--- config.mk ---
export PLATFORM = sky130hd
export DESIGN_NAME = n_bit_subtractor
export DESIGN_NICKNAME = d
export VERILOG_FILES = /design/src/rtl/n_bit_subtractor.sv
export SDC_FILE = /design/constraint.sdc
export NUM_CORES = 1
export LEC_CHECK = 0
export ABC_AREA = 1
export CORE_ASPECT_RATIO = 0.7
export CORE_MARGIN = 2
export CORE_UTILIZATION = 30
export CTS_CLUSTER_DIAMETER = 60
export DETAILED_ROUTE_END_ITERATION = 16
export REMOVE_ABC_BUFFERS = 1
export SKIP_LAST_GASP = 1
export SLEW_MARGIN = 10
export SYNTH_ARGS = -nofsm -noshare
export SYNTH_HDL_FRONTEND = slang
export SYNTH_SLANG_ARGS = --single-unit
--- constraint.sdc ---
create_clock -name clk -period 1.68 [get_ports clk]
set_input_delay 0.336 -clock clk [delete_from_list [all_inputs] [get_ports clk]]
set_output_delay 0.336 -clock clk [all_outputs]
set_load 0.05 [all_outputs]
--- src/rtl/n_bit_subtractor.sv ---
// Pipelined ripple-borrow subtractor: diff = a - b - bin, one difference bit resolved per stage.
// Valid/ready flow control lets each empty stage refill even while the stages after it are stalled.
module n_bit_subtractor_stage #(
  parameter int WIDTH = 8,
  parameter int K     = 0
) (
  input  logic               clk,
  input  logic               rst,
  input  logic               flush,
  input  logic               load,
  input  logic               v_in,
  input  logic [WIDTH-1:0]   a_in,
  input  logic [WIDTH-K-1:0] b_in,
  input  logic               br_in,
  input  logic               am_in,
  output logic               v,
  output logic               am,
  output logic [WIDTH-K-1:0] b_q,
  output logic [WIDTH-1:0]   a_nx,
  output logic               br_nx
);
  logic [WIDTH-1:0] a_q;
  logic             br_q;

  always_ff @(posedge clk or negedge rst) begin
    if (!rst) begin
      v    <= 1'b0;
      a_q  <= '0;
      b_q  <= '0;
      br_q <= 1'b0;
      am   <= 1'b0;
    end else begin
      if (flush)     v <= 1'b0;
      else if (load) v <= v_in;
      if (load) begin
        a_q  <= a_in;
        b_q  <= b_in;
        br_q <= br_in;
        am   <= am_in;
      end
    end
  end

  // Full-subtractor cell for bit K; the difference bit overwrites a_K on its way down the pipe.
  always_comb begin
    a_nx    = a_q;
    a_nx[K] = a_q[K] ^ b_q[0] ^ br_q;
    br_nx   = (~a_q[K] & b_q[0]) | (~(a_q[K] ^ b_q[0]) & br_q);
  end
endmodule

module n_bit_subtractor #(
  parameter int WIDTH = 8
) (
  input  logic             clk,
  input  logic             rst,
  input  logic             flush,
  input  logic             in_valid,
  output logic             in_ready,
  input  logic [WIDTH-1:0] a,
  input  logic [WIDTH-1:0] b,
  input  logic             bin,
  output logic             out_valid,
  input  logic             out_ready,
  output logic [WIDTH-1:0] diff,
  output logic             bout,
  output logic             zero,
  output logic             ovf
);
  logic [WIDTH-1:0] v;
  logic [WIDTH:0]   rdy;

  assign rdy[WIDTH] = out_ready;
  assign in_ready   = rdy[0];

  for (genvar k = 0; k < WIDTH; k++) begin : g_st
    logic [WIDTH-k-1:0] b_q;
    logic [WIDTH-k-1:0] b_in;
    logic [WIDTH-1:0]   a_nx;
    logic [WIDTH-1:0]   a_in;
    logic               br_nx, am, v_in, br_in, am_in;

    assign rdy[k] = ~v[k] | rdy[k+1];

    if (k == 0) begin : g_head
      assign v_in  = in_valid;
      assign a_in  = a;
      assign b_in  = b;
      assign br_in = bin;
      assign am_in = a[WIDTH-1];
    end else begin : g_body
      // b shrinks by one bit per stage: bits already consumed are not carried forward.
      assign v_in  = v[k-1];
      assign a_in  = g_st[k-1].a_nx;
      assign b_in  = g_st[k-1].b_q[WIDTH-k:1];
      assign br_in = g_st[k-1].br_nx;
      assign am_in = g_st[k-1].am;
    end

    n_bit_subtractor_stage #(.WIDTH(WIDTH), .K(k)) u_stage (
      .clk   (clk),
      .rst   (rst),
      .flush (flush),
      .load  (rdy[k]),
      .v_in  (v_in),
      .a_in  (a_in),
      .b_in  (b_in),
      .br_in (br_in),
      .am_in (am_in),
      .v     (v[k]),
      .am    (am),
      .b_q   (b_q),
      .a_nx  (a_nx),
      .br_nx (br_nx)
    );
  end

  logic [WIDTH-1:0] d_raw;
  logic             bo_raw, a_msb, b_msb;

  assign d_raw  = g_st[WIDTH-1].a_nx;
  assign bo_raw = g_st[WIDTH-1].br_nx;
  assign a_msb  = g_st[WIDTH-1].am;
  assign b_msb  = g_st[WIDTH-1].b_q[0];

  // Gate everything with out_valid so stale data left by a flush or drain never shows.
  assign out_valid = v[WIDTH-1];
  assign diff      = out_valid ? d_raw : '0;
  assign bout      = out_valid & bo_raw;
  assign zero      = out_valid & (d_raw == '0);
  assign ovf       = out_valid & (a_msb ^ b_msb) & (d_raw[WIDTH-1] ^ a_msb);
endmodule

final_congestion.png
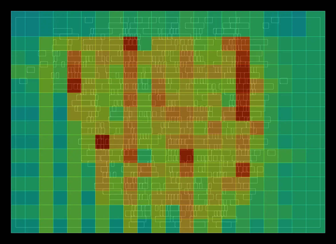
Global Route Usage Sum: 12.4%
met2 global-route usage: 19.7%
fin util: 40.8%

met2.png
(2 px per um)
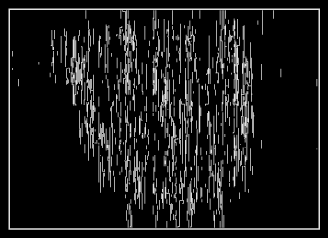
- longest straight run: 25.7 um
- nets with wire on the layer: 486
- main direction: vertical
Total Wirelength: 9.50 mm
routed via count: 3431

==> flow_metrics.env <==
# flow metrics
export IMPL_status="complete, but fails checks"
export IMPL_violations="setup timing"
export IMPL_port_buffers=34
export IMPL_fin_crit_ns=2.30
export IMPL_die_y_um=109
export IMPL_antenna_found_initial=0
export IMPL_ys_async_sr_fraction_pct=100
export IMPL_htree_levels=4
export IMPL_peakVddDrop_mv=0.685
export IMPL_slew_headroom_pct=64.9
export IMPL_wl_per_cell_um=12.2
export IMPL_fmax_mhz=435
export IMPL_power_w=0.00730
export IMPL_r2r_start="g_st[6].u_stage.v"
export IMPL_synth_compound_area_share_pct=8.18
export IMPL_finalSetupViolCount=5
export IMPL_worst_pin_slew_ns=0.526
export IMPL_rsz0062_at_grt="true"
export IMPL_hp_class="primary input to async pin"
export IMPL_syn_inst=503
export IMPL_p_clk_w=0.00367
export IMPL_worst_slack_ns=-0.619
export IMPL_simple_gate_area_share_pct=19.7
export IMPL_die_area_mm2=0.0168
export IMPL_max_cap_violations=0
export IMPL_grt_ovfl_total=0
export IMPL_slew_viol_final=0
## worst max-delay path, cell delays in order (launching register included)
cell and delay, ns:
dfrtp_1 0.34, inv_2 0.05, fa_2 0.60, o21ai_0 0.09, a211oi_1 0.20, buf_4 0.16
buf_12 0.12
## logic make-up (layout without fill, tap and decap cells)
kind of cell | after synthesis | in the layout
and+or+nand+nor | 220 | 220
AOI/OAI and AO/OA | 77 | 77
muxes | 3 | 3
DFF | 116 | 116
buffers and inverters | 78 | 154
adders and majority gates | 9 | 9
## area by class of cell
| type | count | share of cell area, % |
|---|---|---|
| tap | 200 | 3.97 |
| clock buffer | 17 | 6.75 |
| clock inverter | 15 | 2.88 |
| multi-input combinational | 309 | 24.7 |
| inverter | 58 | 3.45 |
| timing repair buffer | 64 | 12.2 |
| sequential | 116 | 46.1 |
## worst max path at each step
stage                                 from                endpoint  slack, ns  cells past startpoint
finish              g_st[7].u_stage.a_q[7]                     ovf      -0.62                      6
global route        g_st[7].u_stage.a_q[7]                    zero      -0.71                      6
CTS                 g_st[7].u_stage.a_q[7]                    zero      -0.65                      6
detailed placement               out_ready  g_st[4].u_stage.a_q[0]      -0.23                      7
global placement                 out_ready                in_ready      -0.22                      6
floorplan              g_st[7].u_stage.b_q                    zero      -1.19                      3
## placed cells by master (no fill, tap or decap), types with 2 or more instances in the layout
cell type,n
a21oi_1,4
buf_12,17
buf_4,21
buf_6,4
bufinv_16,3
clkbuf_16,17
clkdlybuf4s50_1,19
clkinv_2,2
clkinv_4,2
clkinvlp_4,5
dfrtp_1,115
fa_1,7
inv_1,53
inv_2,4
inv_6,3
mux2_2,3
nand2_1,185
nand3_1,19
nand4_4,3
nor2_1,5
nor2_4,3
o21ai_0,67
o21ai_1,5
## cell usage after synthesis, drive strengths merged (3+ instances only)
| cell type | n | area [um^2] |
|---|---|---|
| nand4 | 4 | 61.3 |
| a21oi | 4 | 20.0 |
| nand3 | 20 | 105 |
| clkbuf | 14 | 52.6 |
| nor2 | 9 | 51.3 |
| fa | 8 | 160 |
| mux2 | 3 | 33.8 |
| o21ai | 72 | 360 |
| buf | 6 | 37.5 |
| nand2 | 185 | 694 |
| dfrtp | 116 | 2900 |
| inv | 57 | 214 |
## sequential cells by signal, summed over array words and instances, names as in the netlist
signal             count
g_st.u_stage.a_q      64
g_st.u_stage.b_q      36
g_st.u_stage.br_q      8
g_st.u_stage.v         8
## metrics by stage
step / setup slack (ns) / util [%] / instance area (um^2) / cells
2_1_floorplan: -1.19 / - / 4650 / 483
3_3_place_gp: -0.217 / 36.1 / 5580 / 739
3_5_place_dp: -0.235 / 36.1 / 5580 / 739
4_1_cts: -0.646 / 40.4 / 6240 / 775
5_1_grt: -0.707 / 40.8 / 6300 / 779
6_report: -0.619 / 40.8 / 6300 / 779
## layer usage
layer / GRT usage (%) / vias to the layer above / routed length [um]
met4: 5.27 / 0 / 130
met5: 0 / - / 0
met3: 3.97 / 12 / 258
met1: 15.7 / 1690 / 4580
li1: - / 1691 / -
met2: 19.7 / 38 / 4530
## timing repair
action,in CTS,in global routing
resized,7,8
endpoints found under the hold margin,33,0
hold buffers,1,0
pin swaps,2,4
buffers inserted,3,4
cloned,0,0
endpoints found under the setup margin,6,12
